`src/rtl/clock_pkg.sv`:
```
// Shared types, digit limits and the HH:MM increment helper for the time keeper.
//
// bcd_time_t : packed HH:MM:SS in BCD, laid out exactly as disp_time
//              {ht[1:0], hu[3:0], mt[2:0], mu[3:0], st[2:0], su[3:0]}
// bcd_hm_t   : packed HH:MM in BCD, used for the alarm register and for
//              the hour/minute half of the running time
// bcd_inc_hm : hours +1 (mod 24) and/or minutes +1 (mod 60), independently,
//              with no carry from minutes into hours
package clock_pkg;

  typedef struct packed {
    logic [1:0] ht;
    logic [3:0] hu;
    logic [2:0] mt;
    logic [3:0] mu;
  } bcd_hm_t;

  typedef struct packed {
    logic [1:0] ht;
    logic [3:0] hu;
    logic [2:0] mt;
    logic [3:0] mu;
    logic [2:0] st;
    logic [3:0] su;
  } bcd_time_t;

  localparam logic [1:0] MAX_HT        = 2'd2;
  localparam logic [3:0] MAX_HU_AT_HT2 = 4'd3;
  localparam logic [2:0] MAX_TENS      = 3'd5;
  localparam logic [3:0] MAX_UNITS     = 4'd9;

  // The two increments are applied independently so that both edit pulses
  // landing in the same cycle take effect together. The running clock reuses
  // this for its minute/hour rollover by driving inc_h from "minutes at 59".
  function automatic bcd_hm_t bcd_inc_hm(input bcd_hm_t v,
                                         input logic    inc_h,
                                         input logic    inc_m);
    bcd_hm_t r;
    r = v;
    if (inc_m) begin
      if (v.mu == MAX_UNITS) begin
        r.mu = 4'd0;
        if (v.mt == MAX_TENS) begin
          r.mt = 3'd0;
        end else begin
          r.mt = v.mt + 3'd1;
        end
      end else begin
        r.mu = v.mu + 4'd1;
      end
    end
    if (inc_h) begin
      if ((v.ht == MAX_HT) && (v.hu == MAX_HU_AT_HT2)) begin
        r.ht = 2'd0;
        r.hu = 4'd0;
      end else if (v.hu == MAX_UNITS) begin
        r.hu = 4'd0;
        r.ht = v.ht + 2'd1;
      end else begin
        r.hu = v.hu + 4'd1;
      end
    end
    return r;
  endfunction

endpackage

```
`src/rtl/tick_gen.sv`:
```
// Prescaler that produces a single-cycle tick once every CLK_FREQ clocks.
//
// clk    in   system clock
// reset  in   asynchronous, active-high reset
// clear  in   synchronous clear: holds the count at 0 and suppresses tick
// tick   out  high for the one cycle in which the count sits at CLK_FREQ-1
module tick_gen #(
  parameter int CLK_FREQ = 100_000_000
) (
  input  logic clk,
  input  logic reset,
  input  logic clear,
  output logic tick
);

  localparam int             CNT_W = (CLK_FREQ > 1) ? $clog2(CLK_FREQ) : 1;
  localparam logic [CNT_W-1:0] LAST  = CNT_W'(CLK_FREQ - 1);

  logic [CNT_W-1:0] count;

  // Free-running modulo-CLK_FREQ counter; clear parks it at 0 so the first
  // second after an edit is a full second long.
  always_ff @(posedge clk or posedge reset) begin
    if (reset) begin
      count <= '0;
    end else if (clear || (count == LAST)) begin
      count <= '0;
    end else begin
      count <= count + CNT_W'(1);
    end
  end

  // Gating with clear keeps a stale terminal count from leaking a tick in the
  // cycle where clear is first raised.
  assign tick = (count == LAST) && !clear;

endmodule

```
`src/rtl/time_keeper.sv`:
```
// 24 h BCD clock with an editable HH:MM alarm and a time-limited alarm output.
//
// clk        in   system clock
// reset      in   asynchronous, active-high reset
// set_time   in   level: edit current time (wins over set_alarm)
// set_alarm  in   level: edit alarm time
// alarm_en   in   level: alarm armed
// inc_hour   in   pulse: hours +1 in edit mode
// inc_min    in   pulse: minutes +1 in edit mode
// alarm_off  in   pulse: silence a ringing alarm
// disp_time  out  packed BCD HH:MM:SS (alarm HH:MM:00 while editing the alarm)
// alarm      out  registered alarm trigger
module time_keeper
  import clock_pkg::*;
#(
  parameter int CLK_FREQ         = 100_000_000,
  parameter int ALARM_DURATION_S = 60
) (
  input  logic        clk,
  input  logic        reset,
  input  logic        set_time,
  input  logic        set_alarm,
  input  logic        alarm_en,
  input  logic        inc_hour,
  input  logic        inc_min,
  input  logic        alarm_off,
  output logic [19:0] disp_time,
  output logic        alarm
);

  localparam int               DUR_W    = $clog2(ALARM_DURATION_S + 1);
  localparam logic [DUR_W-1:0] DUR_LOAD = DUR_W'(ALARM_DURATION_S);

  localparam logic [0:0] IDLE    = 1'b0;
  localparam logic [0:0] RINGING = 1'b1;

  logic             tick;
  bcd_time_t        cur_time;
  bcd_time_t        next_time;
  bcd_time_t        alarm_as_time;
  bcd_hm_t          cur_hm;
  bcd_hm_t          edited_hm;
  bcd_hm_t          rolled_hm;
  bcd_hm_t          alarm_hm;
  logic             min_at_59;
  logic             trigger;
  logic             stop_alarm;
  logic [0:0]       state;
  logic [DUR_W-1:0] dur_cnt;

  tick_gen #(
    .CLK_FREQ(CLK_FREQ)
  ) u_tick_gen (
    .clk  (clk),
    .reset(reset),
    .clear(set_time),
    .tick (tick)
  );

  assign cur_hm        = {cur_time.ht, cur_time.hu, cur_time.mt, cur_time.mu};
  assign alarm_as_time = {alarm_hm, 3'd0, 4'd0};

  // Minute rollover from the seconds chain carries into hours only when the
  // minutes are already at 59, which is exactly the edit helper with inc_h
  // driven by that condition.
  assign min_at_59 = (cur_time.mt == MAX_TENS) && (cur_time.mu == MAX_UNITS);
  assign rolled_hm = bcd_inc_hm(cur_hm, min_at_59, 1'b1);
  assign edited_hm = bcd_inc_hm(cur_hm, inc_hour, inc_min);

  // One-second advance of the running time, used only on a tick.
  always_comb begin
    next_time = cur_time;
    if (cur_time.su == MAX_UNITS) begin
      next_time.su = 4'd0;
      if (cur_time.st == MAX_TENS) begin
        next_time.st = 3'd0;
        next_time.ht = rolled_hm.ht;
        next_time.hu = rolled_hm.hu;
        next_time.mt = rolled_hm.mt;
        next_time.mu = rolled_hm.mu;
      end else begin
        next_time.st = cur_time.st + 3'd1;
      end
    end else begin
      next_time.su = cur_time.su + 4'd1;
    end
  end

  // Current time: editing zeroes the seconds and applies the pulses; otherwise
  // the time only moves on a tick.
  always_ff @(posedge clk or posedge reset) begin
    if (reset) begin
      cur_time <= '0;
    end else if (set_time) begin
      cur_time <= {edited_hm, 3'd0, 4'd0};
    end else if (tick) begin
      cur_time <= next_time;
    end
  end

  // Alarm register is editable only when the time itself is not being edited.
  always_ff @(posedge clk or posedge reset) begin
    if (reset) begin
      alarm_hm <= '0;
    end else if (set_alarm && !set_time) begin
      alarm_hm <= bcd_inc_hm(alarm_hm, inc_hour, inc_min);
    end
  end

  // Only a tick landing on HH:MM:00 can fire, so editing the alarm onto the
  // current minute never rings and a minute cannot retrigger itself.
  assign trigger    = tick && !set_time && !set_alarm && alarm_en &&
                      (next_time == alarm_as_time);
  assign stop_alarm = alarm_off || !alarm_en || set_time;

  // Alarm FSM. Silencing outranks a simultaneous trigger; a trigger while
  // already ringing reloads the duration. The counter reaching zero ends the
  // ring on the following edge.
  always_ff @(posedge clk or posedge reset) begin
    if (reset) begin
      state   <= IDLE;
      dur_cnt <= '0;
    end else if (stop_alarm) begin
      state   <= IDLE;
      dur_cnt <= '0;
    end else if (trigger) begin
      state   <= RINGING;
      dur_cnt <= DUR_LOAD;
    end else if (state == RINGING) begin
      if (dur_cnt == '0) begin
        state <= IDLE;
      end else if (tick) begin
        dur_cnt <= dur_cnt - DUR_W'(1);
      end
    end
  end

  assign alarm     = (state == RINGING);
  assign disp_time = (set_alarm && !set_time) ? alarm_as_time : cur_time;

endmodule

```
`config.mk`:
```
export PLATFORM = sky130hd
export DESIGN_NAME = time_keeper
export DESIGN_NICKNAME = d
export VERILOG_FILES = /design/src/rtl/clock_pkg.sv /design/src/rtl/tick_gen.sv /design/src/rtl/time_keeper.sv
export SDC_FILE = /design/constraint.sdc
export NUM_CORES = 1
export LEC_CHECK = 0
export CELL_PAD_IN_SITES_DETAIL_PLACEMENT = 0
export CELL_PAD_IN_SITES_GLOBAL_PLACEMENT = 1
export CORE_AREA = 2 2 102 104
export DETAILED_ROUTE_END_ITERATION = 10
export DIE_AREA = 0 0 104 106
export PLACE_DENSITY = 0.88
export SKIP_LAST_GASP = 1
export SYNTH_ARGS = -nofsm -noshare
export SYNTH_HDL_FRONTEND = slang
export SYNTH_SLANG_ARGS = --single-unit
```
`constraint.sdc`:
```
create_clock -name clk -period 2.9 [get_ports clk]
set_input_delay 0.58 -clock clk [delete_from_list [all_inputs] [get_ports clk]]
set_output_delay 0.58 -clock clk [all_outputs]
set_load 0.01 [all_outputs]
```
==> impl_metrics.csv, run 1 <==
group,metric,value,unit
critical_path,arrival,2.21,ns
yosys,unique_cell_types,63,
pwr,design_power_total,3.69,mW
global_route,antenna_found_initial,0,
place,placedInstanceArea,4950,µm²
route,dr.first_iter.drc_count,235,
global_route,grt_util_all_layers,19.6,%
route,drt-met1-wl,5130,µm
route,routed_wire_length_per_instance,15.1,µm
sta,fin_tns_setup,0,ns
cts,htreeDepth,3,
yosys,ys_seq_share,38.8,%
place,place_worst_setup_slack,-0.143,ns
sta,timing_worst_slew_pin_value,0.712,ns
yosys,post_synth_tally_of_flip_flops_with_integrated_enable,0,
layout,nNonClkBuffers,65,
critical_path,r2r-start,"cur_hm[1]",
critical_path,timing.critical_path.buf_inv,4,
layout,nets,573,
min_path,min_to,"u_tick_gen.count[0]",
critical_path,timing.critical_path.slowest_cell_delay,0.56,ns
layout,non_clk_buf_share,11.4,%
critical_path,cpMostUsedCell,"clkdlybuf4s50_1",
global_route,grt.overflow.total,0,
global_route,grt.busiest_layer,"met2",
layout,final.signal_inverter_count,15,
layout,flop-count,67,
critical_path,worst-r2r-setup-slack,0.19,ns
route,detailroute.wirelength.met3,415,µm
route,amount_of_wire_on_met2_after_detailed_routing,4760,µm
pwr,powerDensity,705,nW/µm²
sta,achievable-frequency,0.358,GHz
critical_path,path_delay_family,"buffers and inverters",
yosys,adder_share,2.89,%
route,highest-signal-layer,"met4",
place,io_buffer_count,28,
layout,layoutNonFillerInstCount,696,
min_path,worst_hold_path_type,"reg -> reg",
layout,largest_register_ffs,27,
floorplanning,floorplan.tapcells,136,
run,max-cap-violations,0,
critical_path,timing.critical_path.cells,"clkdlybuf4s50_1 > buf_4 > nor2b_2 > buf_12 > nand2_1 > o21ai_0 > clkdlybuf4s50_1",
cts,postCtsSetupBuffers,0,
critical_path,crit_slowest_cell,"clkdlybuf4s50_1",
pwr,power.share.switching,38.3,%
cts,cts_made_buffers,9,
critical_path,timing.critical_path.from,"set_time",
pwr,sequentialPower,1.35,mW
yosys,top_cell,"dfrtp_1",
run_status,outcome,"complete, no violations",
yosys,yosys.area.top_type_share,38.8,%
yosys,yosys.stat.chipArea,4320,µm²
yosys,synth.area.mux_share,2.92,%
floorplanning,fp-utilization,43.2,%
pwr,p_int,2.27,mW
yosys,ys_top_logic_family,"simple AND/OR/NAND/NOR gates",
sta,timing.final.hold_violations,0,
yosys,ys_cells,505,
pwr,combinationalPowerShare,40.7,%
pwr,main_power_group,"combinational cells",
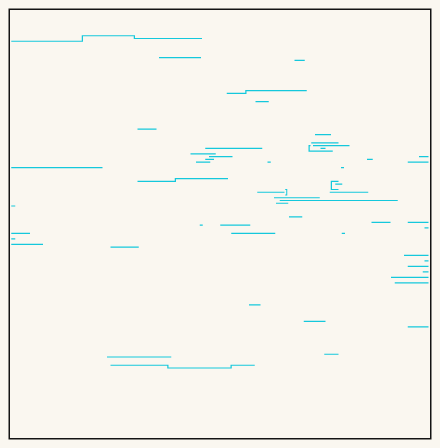
Figure 1: run 1, metal 3.
The wires run mostly horizontal. 45 nets have wire on it. The layer carries 415 µm of wire. The longest straight run is 29.0 µm. The layer holds 4.0% of the routed length.
global-route track usage on met3: 4.05%
wire length reported by the detailed router: 10,500 µm

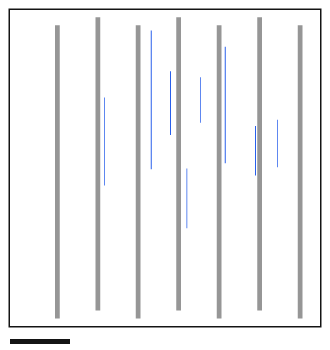
Figure 2: run 1, signal wires on met4.
Scale bar: 20 µm. Supply wires on this layer in grey.
The longest straight run is 46.2 µm. 6 nets have wire on it. The wires run mostly vertical.
via count: 3,821

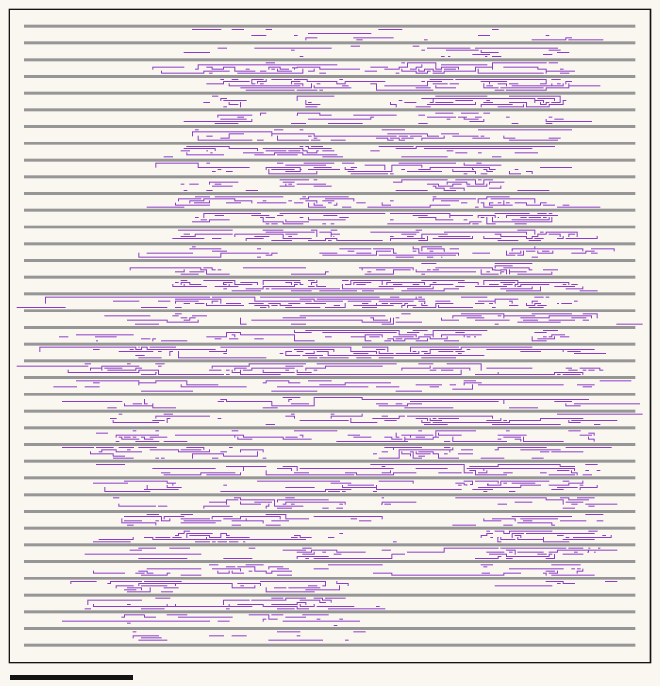
Figure 3: run 1, M1 wires.
Scale bar: 20 µm. Supply wires on this layer in grey.
The layer carries 5,130 µm of wire. 519 nets have wire on it. The wires run mostly horizontal. The longest straight run is 36.8 µm. The layer holds 49% of the routed length.
met1 GRT Util: 26.2%

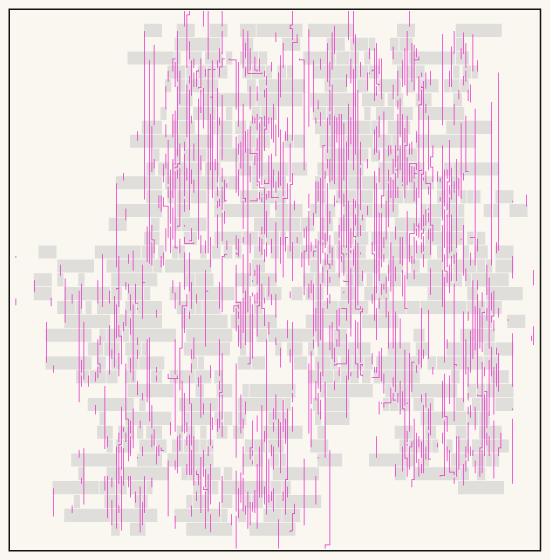
Figure 4: run 1, metal 2.
The layer holds 45% of the routed length. The layer carries 4,760 µm of wire. The wires run mostly vertical. 479 nets have wire on it. The longest straight run is 39.8 µm.
met2 GRT Util: 31.3%

==> run 2, diff against run 1 <==
CAP_MARGIN = 10   (was default)
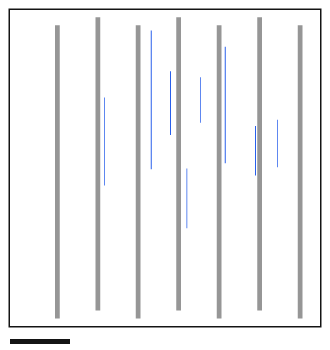
Figure 5: run 2, signal wires on met4.
Scale bar: 20 µm. Supply wires on this layer in grey.
6 nets have wire on it. The layer carries 202 µm of wire.

==> run 2 against run 1 <==
- sequential share of layout area unchanged
- synthesized area unchanged
- power unchanged
- highest routed layer unchanged
- utilization unchanged
- clock skew unchanged
- sequential power about the same
- cell count unchanged
- count of clock-buffer cells in the layout unchanged
- synthesized cell count unchanged
- largest power group unchanged
- critical path depth unchanged
- flip-flop count unchanged
==> impl_metrics.csv, run 2 <==
group,metric,value,unit
layout,final.signal_inverter_count,15,
critical_path,timing.critical_path.buf_inv,4,
pwr,powerDensity,705,nW/µm²
sta,timing.final.hold_violations,0,
critical_path,worst-r2r-setup-slack,0.19,ns
layout,layoutNonFillerInstCount,696,
global_route,gr-usage-met3,4.05,%
layout,nNonClkBuffers,65,
global_route,grt_util_all_layers,19.6,%
route,routed-via-count,3821,
yosys,ys_top_logic_family,"simple AND/OR/NAND/NOR gates",
cts,cts_made_buffers,9,
route,dr.first_iter.drc_count,235,
cts,htreeDepth,3,
yosys,synth.area.mux_share,2.92,%
global_route,grt_util_met1,26.2,%
cts,postCtsSetupBuffers,0,
critical_path,crit_slowest_cell,"clkdlybuf4s50_1",
global_route,gr-usage-met2,31.3,%
route,detailroute.wirelength.met3,415,µm
layout,largest_register_ffs,27,
yosys,post_synth_tally_of_flip_flops_with_integrated_enable,0,
critical_path,timing.critical_path.slowest_cell_delay,0.56,ns
yosys,unique_cell_types,63,
place,place_worst_setup_slack,-0.143,ns
place,io_buffer_count,28,
run_status,outcome,"complete, no violations",
min_path,min_to,"u_tick_gen.count[0]",
pwr,design_power_total,3.69,mW
global_route,grt.busiest_layer,"met2",
sta,fin_tns_setup,0,ns
pwr,sequentialPower,1.35,mW
sta,timing_worst_slew_pin_value,0.712,ns
yosys,ys_cells,505,
pwr,main_power_group,"combinational cells",
floorplanning,floorplan.tapcells,136,
==> run 3, diff against run 2 <==
CTS_CLUSTER_DIAMETER = 60   (was default)
==> run 3 against run 2 <==
- via count stayed put
- flip-flop count stayed put
- synthesized area stayed put
- cell count stayed put
- hold slack stayed put
- sequential power hardly changed
- fmax stayed put
- largest power group unchanged
- combinational power hardly changed
- sequential share of layout area stayed put
- utilization stayed put
==> impl_metrics.csv, run 3 <==
group,metric,value,unit
sta,timing_worst_slew_pin_value,0.712,ns
yosys,top_cell,"dfrtp_1",
layout,largest_register_ffs,27,
critical_path,timing.critical_path.buf_inv,4,
critical_path,cpMostUsedCell,"clkdlybuf4s50_1",
route,drt-met1-wl,5130,µm
yosys,adder_share,2.89,%
cts,clock_pin_slew_reported_for_the_worst_setup_and_hold_paths_after_clock_tree_synthesis,0.07,ns
yosys,unique_cell_types,63,
layout,flop-count,67,
critical_path,timing.critical_path.cells,"clkdlybuf4s50_1 > buf_4 > nor2b_2 > buf_12 > nand2_1 > o21ai_0 > clkdlybuf4s50_1",
critical_path,timing.critical_path.slowest_cell_delay,0.56,ns
yosys,synth.area.mux_share,2.92,%
critical_path,arrival,2.21,ns
global_route,gr-usage-met3,4.05,%
global_route,gr-usage-met2,31.3,%
route,amount_of_wire_on_met2_after_detailed_routing,4760,µm
cts,postCtsSetupBuffers,0,
route,routed-via-count,3821,
route,routed_wire_length_per_instance,15.1,µm
place,place_worst_setup_slack,-0.143,ns
place,placedInstanceArea,4950,µm²
global_route,grt_util_all_layers,19.6,%
layout,layoutNonFillerInstCount,696,
pwr,sequentialPower,1.35,mW
pwr,design_power_total,3.69,mW
floorplanning,floorplan.tapcells,136,
layout,nets,573,
global_route,grt.overflow.total,0,
yosys,post_synth_tally_of_flip_flops_with_integrated_enable,0,
pwr,combinationalPowerShare,40.7,%
yosys,ys_cells,505,
run_status,outcome,"complete, no violations",
critical_path,path_delay_family,"buffers and inverters",
place,io_buffer_count,28,
cts,cts_made_buffers,9,
floorplanning,fp-utilization,43.2,%
pwr,power.share.switching,38.3,%
layout,final.signal_inverter_count,15,
yosys,ys_top_logic_family,"simple AND/OR/NAND/NOR gates",
sta,fin_tns_setup,0,ns
route,detail_route.wirelength,10500,µm
sta,timing.final.hold_violations,0,
pwr,main_power_group,"combinational cells",
layout,non_clk_buf_share,11.4,%
pwr,p_int,2.27,mW
critical_path,crit_slowest_cell,"clkdlybuf4s50_1",
yosys,yosys.stat.chipArea,4320,µm²
critical_path,worst-r2r-setup-slack,0.19,ns
layout,final_core_util,52.3,%
global_route,antenna_found_initial,0,
critical_path,timing.critical_path.from,"set_time",
yosys,ys_seq_share,38.8,%
critical_path,r2r-start,"cur_hm[1]",
global_route,grt_util_met1,26.2,%
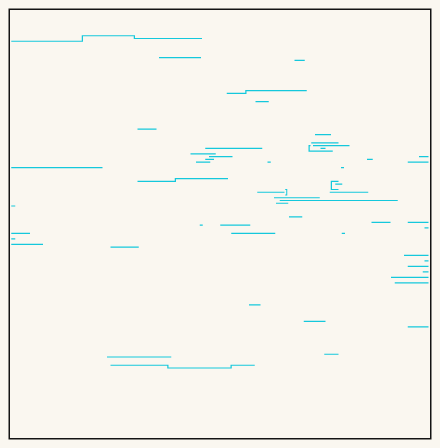
Figure 6: run 3, metal 3.
The layer carries 415 µm of wire. The longest straight run is 29.0 µm. The layer holds 4.0% of the routed length. 45 nets have wire on it. The wires run mostly horizontal.

Power and IR drop assume default switching activity.
